### src/rtl/ysyx_23060332_ifu.sv
// Instruction fetch unit: owns the PC, fetches one word at a time,
// hands it to decode and waits for the execute-stage commit.
module ysyx_23060332_ifu #(
    parameter logic [31:0] RESET_PC = 32'h8000_0000,
    parameter logic [31:0] NOP_INST = 32'h0000_0013
) (
    input  logic        clk,
    input  logic        rst,
    output logic        ifu_req_valid,
    output logic [31:0] ifu_req_addr,
    input  logic        ifu_req_ready,
    input  logic        ifu_resp_valid,
    input  logic [31:0] ifu_resp_data,
    input  logic        ifu_resp_err,
    output logic        inst_valid_o,
    input  logic        inst_ready_i,
    output logic [31:0] inst_o,
    output logic [31:0] inst_addr_o,
    output logic        fetch_err_o,
    input  logic        commit_valid_i,
    input  logic        jump_flag_i,
    input  logic [31:0] jump_addr_i,
    output logic [63:0] inst_cnt_o
);

    typedef enum logic [1:0] {
        FETCH,
        WAIT,
        DELIVER,
        EXEC
    } state_t;

    state_t      state;
    state_t      state_nx;
    logic [31:0] pc;
    logic [31:0] pc_nx;
    logic [31:0] jump_tgt;
    logic        resp_take;
    logic        commit_take;

    assign jump_tgt    = jump_addr_i & ~32'd3;
    assign resp_take   = (state == WAIT) && ifu_resp_valid;
    assign commit_take = (state == EXEC) && commit_valid_i;

    always_comb begin
        state_nx = state;
        pc_nx    = pc;
        unique case (state)
            FETCH: begin
                if (ifu_req_ready) state_nx = WAIT;
            end
            WAIT: begin
                if (ifu_resp_valid) state_nx = DELIVER;
            end
            DELIVER: begin
                if (inst_ready_i) state_nx = EXEC;
            end
            EXEC: begin
                if (commit_valid_i) begin
                    state_nx = FETCH;
                    pc_nx    = jump_flag_i ? jump_tgt : pc + 32'd4;
                end
            end
            default: state_nx = FETCH;
        endcase
    end

    always_ff @(posedge clk) begin
        if (rst) begin
            state       <= FETCH;
            pc          <= RESET_PC;
            inst_o      <= NOP_INST;
            inst_addr_o <= RESET_PC;
            fetch_err_o <= 1'b0;
            inst_cnt_o  <= 64'd0;
        end else begin
            state <= state_nx;
            pc    <= pc_nx;
            if (resp_take) begin
                inst_o      <= ifu_resp_err ? NOP_INST : ifu_resp_data;
                inst_addr_o <= pc;
                fetch_err_o <= ifu_resp_err;
            end
            if (commit_take) inst_cnt_o <= inst_cnt_o + 64'd1;
        end
    end

    // Outputs are masked while rst is high so the reset cycle is quiet.
    assign ifu_req_valid = (state == FETCH) && !rst;
    assign ifu_req_addr  = pc;
    assign inst_valid_o  = (state == DELIVER) && !rst;

endmodule

### config.mk
export PLATFORM = sky130hd
export DESIGN_NAME = ysyx_23060332_ifu
export DESIGN_NICKNAME = d
export VERILOG_FILES = /design/src/rtl/ysyx_23060332_ifu.sv
export SDC_FILE = /design/constraint.sdc
export NUM_CORES = 1
export LEC_CHECK = 0
export ABC_AREA = 1
export CAP_MARGIN = 40
export CELL_PAD_IN_SITES_DETAIL_PLACEMENT = 1
export CELL_PAD_IN_SITES_GLOBAL_PLACEMENT = 1
export CORE_MARGIN = 2
export CORE_UTILIZATION = 33
export CTS_CLUSTER_SIZE = 10
export DETAILED_ROUTE_END_ITERATION = 10
export GPL_ROUTABILITY_DRIVEN = 0
export PLACE_DENSITY_LB_ADDON = 0.1
export REMOVE_ABC_BUFFERS = 1
export SLEW_MARGIN = 20
export SYNTH_ARGS = -nofsm -noshare
export SYNTH_HDL_FRONTEND = slang
export SYNTH_SLANG_ARGS = --single-unit
export TNS_END_PERCENT = 30
### constraint.sdc
create_clock -name clk -period 3.1 [get_ports clk]
set_input_delay 0.93 -clock clk [delete_from_list [all_inputs] [get_ports clk]]
set_output_delay 0.93 -clock clk [all_outputs]
set_load 0.005 [all_outputs]
==> results.ini <==
[final_layout]
stdcell_count=1829
fin_nets=1570
comb_area_um2=4420

[timing]
maxSlewViolCount=0
finClkSkew_ps=14.8
holdWs_ps=484
min_period_ps=2610

[logic_synthesis]
ys_sh_aoi_pct=14.4
top_logic_kind=simple AND/OR/NAND/NOR gates
ys_ff=159
synth_cell_types=44
yosys.stat.seqShare_pct=38.8
synth-edff-count=0
syn-cell-area_um2=8210
yosys.stat.chipArea_um2=8210
yosys_most_used_dff=dfxtp_1

[drt]
ant_nets=0
routedWlPerCell_um=16.8
vias_per_cell=5.00
drt-initial-drc-count=360

[run_status]
status=complete, no violations

[global_routing]
grtUsageTotal_pct=23.8
grt_pass1_vias=9359

[hold_path]
hold_depth=2

[power_and_ir_drop]
power_switching_w=0.00158
max-vdd-ir-drop_mv=0.298
powerDensity_nw_per_um2=469
clkPwrFrac_pct=40.1

[cts]
cts_tree=built
cts_hold_buf=0

[worst_setup_path]
required_ps=2170
crit_path_start_kind=input pin
cp_max_fo=4
r2r-start=inst_cnt_o[0]
r2r_end=inst_cnt_o[56]

[floorplan]
initial_core_util_pct=33.7
die-area_um2=26200
io_pins=235

[job]
tool_warnings=30

==> metrics by stage <==
stage	power, W	setup slack, ps	utilization (%)	cell area [um2]	TNS, ps
6_report	0.00536	492	46.8	11400	0
3_3_place_gp	0.00324	197	44.5	10800	0
3_5_place_dp	0.00326	119	44.5	10800	0
5_1_grt	0.00560	396	46.8	11400	0
2_1_floorplan	0.00268	-88.5	-	8020	-286
4_1_cts	0.00542	459	46.8	11400	0
==> layout make-up <==
class                   count  share of cell area [%]
well taps                 324                    3.55
clock inverters            15                    1.31
multi-input cells         959                    38.7
flip-flops and latches    159                    27.9
repair buffers            243                    21.2
inverters                 112                    3.68
clock buffers              17                    3.72
==> routing by layer <==
metal,wire [um],share of wire [%],GRT usage [%]
met3,1490,4.8,5.23
met4,476,1.5,6.23
met2,15700,51,43.2
met1,13100,43,28.3
met5,0,0,0
==> cells in the mapped netlist, types with 8 or more instances <==
library cell,instances
nand3b_1,9
nand3_1,56
xor2_1,9
nor2_4,8
nand4_1,23
clkbuf_1,42
inv_1,110
nor3_1,18
nor2_2,8
a22oi_1,29
dfxtp_1,159
nor2_1,276
o21ai_0,79
a21oi_1,76
nand2_1,316
==> power by group through the flow <==
stage | Sequential [W] | Combinational (W) | Clock, W
floorplan | 0.00232 | 0.000363 | 0
global placement | 0.00232 | 0.000922 | 0
detailed placement | 0.00232 | 0.000941 | 0
CTS | 0.00228 | 0.000950 | 0.00219
global route | 0.00230 | 0.00104 | 0.00227
finish | 0.00228 | 0.000932 | 0.00215
==> registers in the layout, indices dropped and copies added, names as in the netlist <==
name,count
inst_addr_o,30
state,2
inst_o,32
ifu_req_addr,30
fetch_err_o,1
inst_cnt_o,64
==> worst min-delay path: stages (launching register included) <==
cell,delay [ps]
dfxtp_1,330
o22ai_1,80
nand2_1,50
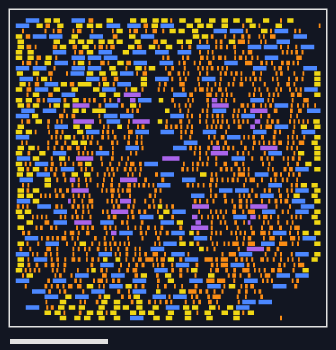
placement_by_type.png
Bar = 50 um.
- yellow: remaining buffers and delay cells (cells 243; share of their area 22%)
- blue: sequential cells (cells 159; share of their area 29%)
- purple: clock drivers and dummy loads (cells 32; share of their area 5.2%)
- orange: combinational and other logic (cells 1,071; share of their area 44%)

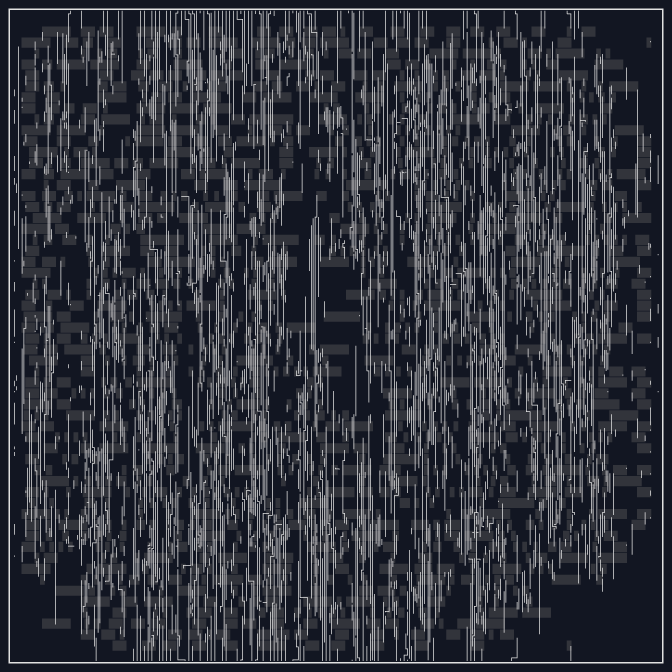
layer_met2.png
Cells faint in the background.
- main direction: vertical
- nets with wire on the layer: 1,342
- wire length on this layer: 15,700 um
- share of all routed wire: 51%
via count: 9,140
final WL: 30.8 mm
M2 GR Usage: 43.2%

Power is estimated from default activity; no workload was simulated.
